### src/rtl/div_operand_entry_if.sv
// Signal bundle between the operand-entry controller and its neighbours:
// keypad decoder, divider core and 7-segment display multiplexer.
interface div_operand_entry_if #(
  parameter int DIGITS = 2
);
  localparam int W = 4 * DIGITS;

  logic         key_valid;
  logic [3:0]   key_code;
  logic         clr;
  logic         div_done;
  logic [6:0]   div_q;
  logic [6:0]   div_r;
  logic [W-1:0] A_bin;
  logic [W-1:0] B_bin;
  logic         div_start;
  logic         busy;
  logic         err;
  logic [6:0]   Q_lat;
  logic [6:0]   R_lat;
  logic [15:0]  disp_val;
  logic [2:0]   state_dbg;

  // The environment (keypad, divider, display) drives the master side.
  modport master (
    output key_valid, key_code, clr, div_done, div_q, div_r,
    input  A_bin, B_bin, div_start, busy, err, Q_lat, R_lat, disp_val, state_dbg
  );

  modport slave (
    input  key_valid, key_code, clr, div_done, div_q, div_r,
    output A_bin, B_bin, div_start, busy, err, Q_lat, R_lat, disp_val, state_dbg
  );
endinterface

### src/rtl/div_operand_entry.sv
// Keypad operand-entry controller: shifts hex digits into A and B, starts the
// divider, latches Q/R, guards against B = 0 and a hung divider.
module div_operand_entry #(
  parameter int DIGITS  = 2,
  parameter int TIMEOUT = 1024
) (
  input  logic               clk,
  input  logic               rst,
  div_operand_entry_if.slave bus
);
  localparam int W  = 4 * DIGITS;
  localparam int CW = $clog2(DIGITS + 1);
  localparam int TW = (TIMEOUT > 1) ? $clog2(TIMEOUT) : 1;
  localparam logic [CW-1:0] LAST_DIGIT = CW'(DIGITS - 1);
  localparam logic [TW-1:0] TMO_LAST   = TW'(TIMEOUT - 1);

  typedef enum logic [2:0] {
    S_ENTER_A   = 3'd0,
    S_ENTER_B   = 3'd1,
    S_START     = 3'd2,
    S_WAIT_DONE = 3'd3,
    S_SHOW      = 3'd4,
    S_ERR       = 3'd5
  } state_e;

  state_e        state_q, state_d;
  logic [W-1:0]  a_q, a_d;
  logic [W-1:0]  b_q, b_d;
  logic [CW-1:0] cnt_q, cnt_d;
  logic [TW-1:0] tmo_q, tmo_d;
  logic [6:0]    q_lat_q, q_lat_d;
  logic [6:0]    r_lat_q, r_lat_d;
  logic          start_q, start_d;
  logic          busy_q, busy_d;
  logic          err_q, err_d;
  logic [15:0]   disp_q, disp_d;

  logic [W-1:0]  a_shift;
  logic [W-1:0]  b_shift;
  logic          last_digit;

  assign a_shift    = (a_q << 4) | W'(bus.key_code);
  assign b_shift    = (b_q << 4) | W'(bus.key_code);
  assign last_digit = (cnt_q == LAST_DIGIT);

  always_comb begin
    // NOTE: every _d starts from its held value, so no branch below can leave one unassigned and infer a latch.
    state_d = state_q;
    a_d     = a_q;
    b_d     = b_q;
    cnt_d   = cnt_q;
    tmo_d   = tmo_q;
    q_lat_d = q_lat_q;
    r_lat_d = r_lat_q;

    case (state_q)
      S_ENTER_A: begin
        if (bus.key_valid) begin
          a_d = a_shift;
          if (last_digit) begin
            cnt_d   = '0;
            state_d = S_ENTER_B;
          end else begin
            cnt_d = cnt_q + CW'(1);
          end
        end
      end

      S_ENTER_B: begin
        if (bus.key_valid) begin
          b_d = b_shift;
          if (last_digit) begin
            cnt_d   = '0;
            state_d = (b_shift == '0) ? S_ERR : S_START;
          end else begin
            cnt_d = cnt_q + CW'(1);
          end
        end
      end

      S_START: begin
        tmo_d   = '0;
        state_d = S_WAIT_DONE;
      end

      // A done on the final timeout cycle still completes normally.
      S_WAIT_DONE: begin
        if (bus.div_done) begin
          q_lat_d = bus.div_q;
          r_lat_d = bus.div_r;
          state_d = S_SHOW;
        end else if (tmo_q == TMO_LAST) begin
          state_d = S_ERR;
        end else begin
          tmo_d = tmo_q + TW'(1);
        end
      end

      // The key that leaves SHOW/ERR is already the first digit of the new A.
      S_SHOW, S_ERR: begin
        if (bus.key_valid) begin
          a_d     = W'(bus.key_code);
          b_d     = '0;
          cnt_d   = CW'(1);
          state_d = S_ENTER_A;
        end
      end

      default: state_d = S_ENTER_A;
    endcase

    if (bus.clr) begin
      state_d = S_ENTER_A;
      a_d     = '0;
      b_d     = '0;
      cnt_d   = '0;
      tmo_d   = '0;
      q_lat_d = '0;
      r_lat_d = '0;
    end

    // Status outputs are registered from the next state so they align with it.
    start_d = (state_d == S_START);
    busy_d  = (state_d == S_START) || (state_d == S_WAIT_DONE);
    err_d   = (state_d == S_ERR);

    // The display follows the current registers, one cycle behind them.
    case (state_q)
      S_ENTER_A:                       disp_d = 16'(a_q);
      S_ENTER_B, S_START, S_WAIT_DONE: disp_d = 16'({a_q, b_q});
      S_SHOW:                          disp_d = {1'b0, q_lat_q, 1'b0, r_lat_q};
      S_ERR:                           disp_d = 16'hEEEE;
      default:                         disp_d = '0;
    endcase
  end

  always_ff @(posedge clk) begin
    // NOTE: non-blocking assignments make every flop sample pre-edge values, independent of statement order.
    if (rst) begin
      state_q <= S_ENTER_A;
      a_q     <= '0;
      b_q     <= '0;
      cnt_q   <= '0;
      tmo_q   <= '0;
      q_lat_q <= '0;
      r_lat_q <= '0;
      start_q <= 1'b0;
      busy_q  <= 1'b0;
      err_q   <= 1'b0;
      disp_q  <= '0;
    end else begin
      state_q <= state_d;
      a_q     <= a_d;
      b_q     <= b_d;
      cnt_q   <= cnt_d;
      tmo_q   <= tmo_d;
      q_lat_q <= q_lat_d;
      r_lat_q <= r_lat_d;
      start_q <= start_d;
      busy_q  <= busy_d;
      err_q   <= err_d;
      disp_q  <= disp_d;
    end
  end

  assign bus.A_bin     = a_q;
  assign bus.B_bin     = b_q;
  assign bus.div_start = start_q;
  assign bus.busy      = busy_q;
  assign bus.err       = err_q;
  assign bus.Q_lat     = q_lat_q;
  assign bus.R_lat     = r_lat_q;
  assign bus.disp_val  = disp_q;
  assign bus.state_dbg = state_q;
endmodule

### src/flat_wrapper.sv
// flat-port wrapper written by rule: the top's interface ports become plain ports
module div_operand_entry_flat 
#(
  parameter int DIGITS  = 2,
  parameter int TIMEOUT = 1024
)
  (clk, rst, bus_key_valid, bus_key_code, bus_clr, bus_div_done, bus_div_q, bus_div_r, bus_A_bin, bus_B_bin, bus_div_start, bus_busy, bus_err, bus_Q_lat, bus_R_lat, bus_disp_val, bus_state_dbg);
  div_operand_entry_if #(.DIGITS(DIGITS)) bus_i ();
  input  logic clk;
  input  logic rst;
  input wire logic [$bits(bus_i.key_valid)-1:0] bus_key_valid;
  input wire logic [$bits(bus_i.key_code)-1:0] bus_key_code;
  input wire logic [$bits(bus_i.clr)-1:0] bus_clr;
  input wire logic [$bits(bus_i.div_done)-1:0] bus_div_done;
  input wire logic [$bits(bus_i.div_q)-1:0] bus_div_q;
  input wire logic [$bits(bus_i.div_r)-1:0] bus_div_r;
  output wire logic [$bits(bus_i.A_bin)-1:0] bus_A_bin;
  output wire logic [$bits(bus_i.B_bin)-1:0] bus_B_bin;
  output wire logic [$bits(bus_i.div_start)-1:0] bus_div_start;
  output wire logic [$bits(bus_i.busy)-1:0] bus_busy;
  output wire logic [$bits(bus_i.err)-1:0] bus_err;
  output wire logic [$bits(bus_i.Q_lat)-1:0] bus_Q_lat;
  output wire logic [$bits(bus_i.R_lat)-1:0] bus_R_lat;
  output wire logic [$bits(bus_i.disp_val)-1:0] bus_disp_val;
  output wire logic [$bits(bus_i.state_dbg)-1:0] bus_state_dbg;
  assign bus_i.key_valid = bus_key_valid;
  assign bus_i.key_code = bus_key_code;
  assign bus_i.clr = bus_clr;
  assign bus_i.div_done = bus_div_done;
  assign bus_i.div_q = bus_div_q;
  assign bus_i.div_r = bus_div_r;
  assign bus_A_bin = bus_i.A_bin;
  assign bus_B_bin = bus_i.B_bin;
  assign bus_div_start = bus_i.div_start;
  assign bus_busy = bus_i.busy;
  assign bus_err = bus_i.err;
  assign bus_Q_lat = bus_i.Q_lat;
  assign bus_R_lat = bus_i.R_lat;
  assign bus_disp_val = bus_i.disp_val;
  assign bus_state_dbg = bus_i.state_dbg;
  div_operand_entry #(.DIGITS(DIGITS), .TIMEOUT(TIMEOUT)) u_core (.clk(clk), .rst(rst), .bus(bus_i));
endmodule
### config.mk
export PLATFORM = sky130hd
export DESIGN_NAME = div_operand_entry_flat
export DESIGN_NICKNAME = d
export VERILOG_FILES = /design/src/rtl/div_operand_entry_if.sv /design/src/rtl/div_operand_entry.sv /design/src/flat_wrapper.sv
export SDC_FILE = /design/constraint.sdc
export NUM_CORES = 1
export LEC_CHECK = 0
export ABC_AREA = 1
export CORE_MARGIN = 3
export CORE_UTILIZATION = 47
export DETAILED_ROUTE_END_ITERATION = 12
export PLACE_DENSITY_LB_ADDON = 0.25
export SYNTH_ARGS = -nofsm -noshare
export SYNTH_HDL_FRONTEND = slang
export SYNTH_SLANG_ARGS = --single-unit
### constraint.sdc
create_clock -name clk -period 1.8 [get_ports clk]
set_input_delay 0.18 -clock clk [delete_from_list [all_inputs] [get_ports clk]]
set_output_delay 0.18 -clock clk [all_outputs]
set_load 0.02 [all_outputs]
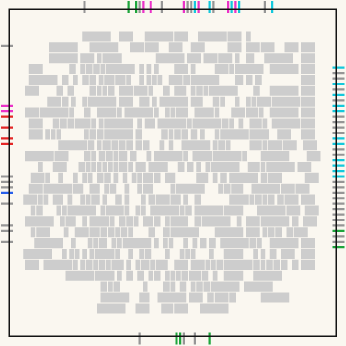
Figure 1: run 1, pin placement.
Scale: 4 px per um. Pins as bars across the die edge, other pins in gray.
| color | port | pins | direction | edge |
|---|---|---|---|---|
| magenta | `bus_B_bin` | 8 | output | 6 north, 2 west |
| red | `bus_key_code` | 4 | input | west |
| blue | `bus_err` | 1 | output | west |
| cyan | `bus_disp_val` | 16 | output | 11 east, 5 north |
| green | `bus_div_r` | 7 | input | 3 south, 2 north, 2 east |
vertical die size: 81.41 um
die width: 81.41 um
Buffers on Ports: 74

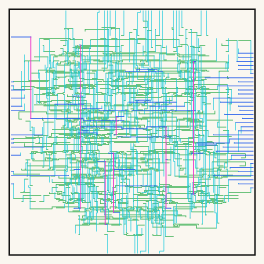
Figure 2: run 1, routed metal, one color a layer.
Scale: 3 px per um.
| color | layer | wire length |
|---|---|---|
| green | M1 | 3310 um |
| blue | M3 | 553 um |
| magenta | M4 | 200 um |
| cyan | M2 | 3440 um |
detailed-route wire length per cell: 14.34 um
via count: 2743

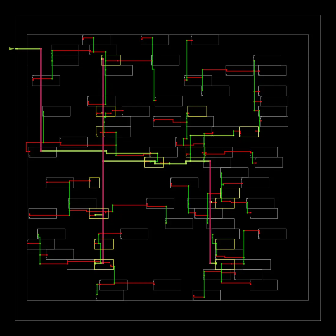
Figure 3: run 1, clock routing.
Max Clock Skew: 0.003131 ns
clk_lat worst skew: 0.33 ns
power of the clock network: 1.17 mW

==> reports/results.txt, run 1 <==
Setup Buffers After CTS: 0
chip area in the Yosys report: 0.002673 mm2
CP startpoint kind: register
worst setup timing slack at the placement stage: 0.09427 ns
number of cells upsized or downsized after cts: 0
Crit-path slowest cell: clkdlybuf4s50_1
critical path, cell by cell: clkdlybuf4s50_1
Max Cap Viol: 0
Hold Worst Slack: 0.4330 ns
met2 track utilization from global routing: 38.52%
outcome: completed
initial standard-cell utilization of the core: 50.40%
non-filler instance count after layout: 523
Power Total: 2.774 mW
Placed Instances: 508
summed negative setup slack over all endpoints: 0 ns
M1 WL: 3.313 mm
most common library cell in the layout ignoring fill and taps: nand2_1
count of unresolved DRC violations after routing: 0
worst vdd ir: 0.0004374 V
sinks on the clock net: 64
Power per Cell Area: 745.4 mW/mm2
top cells by area: dfxtp_1 48%, nand2_1 12%, a21oi_1 8.4%
post-layout minimum cycle time: 1.689 ns
first drt pass iteration count: 4
number of core rows: 26
number of cells traversed by the worst register-to-register path: 6
library cell with the largest summed area after synthesis: dfxtp_1
via count of the first global-routing pass: 2542
flip-flops with a built-in enable: 0
total placed instance area: 0.003522 mm2
tool warnings: 26
clock network fraction of design power: 42.0%
total setup violations reported at the end of the flow: 0
GRT busiest layer: met2
number of gates on the worst path with buffers counted: 1
area fraction in and, or, nand and nor cells: 25.98%
leading register cell type out of synthesis: dfxtp_1
Final Hold Violation Tally: 0
remaining max-slew budget at the tightest pin: 61.11%
xor/xnor cell area share of the yosys netlist: 1.311%
Dominant cell area share: 47.94%
Antenna Nets Post-Route: 0
yosys stat cell total: 366
signal arrival time at the worst endpoint: 1.51 ns
launching instance or port of the critical path: u_core.bus.state_dbg[0]$_SDFF_PP0_
AND-OR/OR-AND Cells, Area Fraction: 16.10%
Slew @ Worst Pin: 0.5825 ns
DR iter-0 viols: 212
cell with the most instances after synthesis: nand2_1
Post-synth ARST share: 0%
largest family of logic cells by area: simple AND/OR/NAND/NOR gates
# diodes: 0
longest individual stage delay on the worst path: 0.68 ns
cell count after synthesis: 366
global-route wire length before repair: 12.25 mm
flip-flop count of the largest register after layout: 16
largest net degree at the start of global routing: 34
filler cell count: 434
post-detail-place hpwl: 5.467 mm
number of different library cells in the post-synthesis netlist: 25
Seq pwr share: 51.8%
post-synth net total: 390
Placer Congestion: 0.8836
post-layout period usage of the worst path: 93.81%
combined area of all synthesized cells: 0.002673 mm2
area of the die: 0.006627 mm2
reg-to-reg startpoint: u_core.bus.state_dbg[0]$_SDFF_PP0_
detail-routed via count per cell: 5.245
area growth from synthesis to layout: 39.23%
Global Route met1 Usage: 32.00%
buffer and inverter count on the worst path: 1
crit path to: bus_state_dbg[0]
layout cells sized above 1: 7.506%
slack of the worst reg-to-reg path: 0.16 ns
DR WL met3: 552 um
H-Tree Level Count: 3
hold path depth: 3
most frequent cells after synthesis: 85 x nand2_1, 64 x dfxtp_1, 45 x a21oi_1
final wirelength: 7.501 mm
number of I/O pins: 75
unrepaired setup endpoints after global routing: false
share of power burned in combinational logic: 6.2%
sequential cell area in the final layout: 0.001281 mm2
hold buffer count at CTS: 0
clock-pin slew of the registers on the worst-case setup and hold paths: 0.06 ns
clock tree from TritonCTS: built
proportion of synthesized area in mux cells: 0%
worst path setup slack after routing: 0.1114 ns
Seq/Total Area, Yosys: 47.94%
top sig layer: met4
critical-path maximum fanout: 9
combinational cell area excluding buffers and inverters: 0.001180 mm2
Pint: 2.147 mW
GR Util All Layers: 24.33%
leakage power summed over all cells: 1.422 nW
end-of-flow core utilization: 70.17%
Switch Pwr: 0.6263 mW
worst r2r dst: u_core.tmo_q[7]$_SDFFE_PP0P_
CP Class: reg2out
## run 1: layout make-up
| class | instances | share of cell area [%] |
|---|---|---|
| Timing Repair Buffer | 84 | 21.92 |
| Multi-Input combinational cell | 246 | 31.71 |
| Tap cell | 70 | 2.354 |
| Clock buffer | 13 | 4.808 |
| Clock inverter | 2 | 0.3362 |
| Sequential cell | 64 | 34.43 |
| Inverter | 44 | 4.438 |
## run 1: power by group through the flow
stage	Sequential, mW	Clock, mW	Combinational (mW)
6_report	1.44	1.17	0.171
5_1_grt	1.44	1.25	0.186
4_1_cts	1.44	1.18	0.170
3_5_place_dp	1.47	0	0.169
3_3_place_gp	1.47	0	0.168
2_1_floorplan	1.48	0	0.0635
==> run 1 -> run 2 <==
Settings changed: REMOVE_ABC_BUFFERS from default to 1.
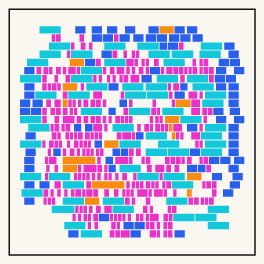
Figure 4: run 2, cell classes on the final placement.
Scale: 3 px per um.
| color | class | cells |
|---|---|---|
| magenta | remaining logic cells | 290 |
| blue | remaining buffers and delay cells | 88 |
| cyan | registers | 64 |
| orange | clock drivers and dummy loads | 15 |
finished layout cell area: 0.003760 mm2
end-of-flow core utilization: 70.91%
number of core rows: 26
sequential portion of the cell area: 34.11%

==> run 2 against run 1 <==
Register-to-register slack improved by 0.06 ns. Clock-buffer cell count decreased by 2. Worst hold slack got worse by 0.021 ns. Cell count increased by 0.76%. Clock power increased by about 10%. Sequential power about the same. Maximum frequency decreased by 1.7%. Non-clock buffer count increased by 4. Critical path depth increased by 1. Critical path type unchanged. Clock skew increased by 0.0028 ns.
==> reports/results.txt, run 2 <==
longest individual stage delay on the worst path: 0.60 ns
buffer and inverter count on the worst path: 2
Seq group: 1.44 mW
H-Tree Level Count: 3
Layout clock area frac: 5.358%
Switch Pwr: 0.6394 mW
Global Route met1 Usage: 32.67%
xor/xnor cell area share of the yosys netlist: 1.311%
total setup violations reported at the end of the flow: 0
detail-routed via count per cell: 5.366
Placer Congestion: 0.9120
total placed instance area: 0.003552 mm2
Max Cap Viol: 0
Seq/Total Area, Yosys: 47.94%
cell count after synthesis: 366
leading register cell type out of synthesis: dfxtp_1
post-layout minimum cycle time: 1.718 ns
worst vdd ir: 0.0004944 V
GRT busiest layer: met2
proportion of final cell area spent on non-clock buffers: 22.50%
clock network fraction of design power: 44.6%
area of the die: 0.006627 mm2
most frequent cells after synthesis: 85 x nand2_1, 64 x dfxtp_1, 45 x a21oi_1
CLK BUF: 11
layout cells sized above 1: 7.877%
yosys stat cell total: 366
top sig layer: met4
CP Class: reg2out
M1 WL: 3.308 mm
slack of the worst reg-to-reg path: 0.22 ns
Post-synth ARST share: 0%
largest net degree at the start of global routing: 17
power of the clock network: 1.30 mW
global-route wire length before repair: 12.77 mm
cell with the most instances after synthesis: nand2_1
Dominant cell area share: 47.94%
Pint: 2.279 mW
Antenna Nets Post-Route: 0
number of I/O pins: 75
flip-flop count of the largest register after layout: 16
critical-path maximum fanout: 5
clk_lat worst skew: 0.34 ns
share of power burned in combinational logic: 6.1%
area growth from synthesis to layout: 40.68%
most common library cell in the layout ignoring fill and taps: nand2_1
die width: 81.41 um
DR WL met3: 686 um
worst path setup slack after routing: 0.08226 ns
multi-input gate share of the layout cell area: 31.31%
outcome: completed
proportion of synthesized area in mux cells: 0%
Setup Buffers After CTS: 0
met2 track utilization from global routing: 41.45%
Placed Instances: 512
Hold Worst Slack: 0.4120 ns
post-detail-place hpwl: 5.625 mm
via count of the first global-routing pass: 2699
non-filler instance count after layout: 527
critical path, cell by cell: buf_4 -> clkdlybuf4s50_1
Main power group: registers
DR iter-0 viols: 245
number of different library cells in the post-synthesis netlist: 25
AND-OR/OR-AND Cells, Area Fraction: 16.10%
combined area of all synthesized cells: 0.002673 mm2
FFs & Latches: 64
GR Util All Layers: 25.57%
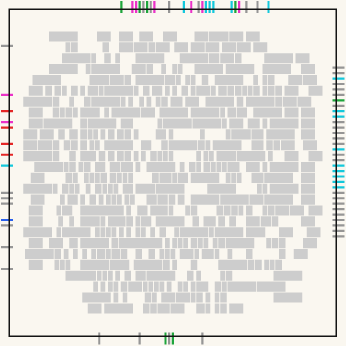
Figure 5: run 2, pin placement.
Scale: 4 px per um. Pins as bars across the die edge, other pins in gray.
| color | port | pins | direction | edge |
|---|---|---|---|---|
| magenta | `bus_B_bin` | 8 | output | 6 north, 2 west |
| cyan | `bus_disp_val` | 16 | output | 9 east, 6 north, 1 west |
| red | `bus_key_code` | 4 | input | west |
| blue | `bus_err` | 1 | output | west |
| green | `bus_div_r` | 7 | input | 4 north, 2 south, 1 east |

[run 2: cell counts after synthesis]
No cell type changed its count.
[run 2: worst min path at each step]
stage | startpoint | to
CTS | bus_div_q[4] | u_core.bus.Q_lat[4]$_SDFFE_PP0P_
detailed placement | u_core.cnt_q[1]$_SDFFE_PP0P_ | u_core.cnt_q[1]$_SDFFE_PP0P_
global placement | u_core.cnt_q[1]$_SDFFE_PP0P_ | u_core.cnt_q[1]$_SDFFE_PP0P_
floorplan | rst | u_core.bus.disp_val[12]$_SDFF_PP0_
finish | bus_div_q[4] | u_core.bus.Q_lat[4]$_SDFFE_PP0P_
global route | bus_div_r[6] | u_core.bus.R_lat[6]$_SDFFE_PP0P_
[run 2: timing repair]
action,in CTS,in global routing
resized,0,2
endpoints found under the hold margin,0,0
setup endpoints to repair,0,11
hold buffers,0,0
Power figures rest on the tool's default switching activity, not on a simulated workload.
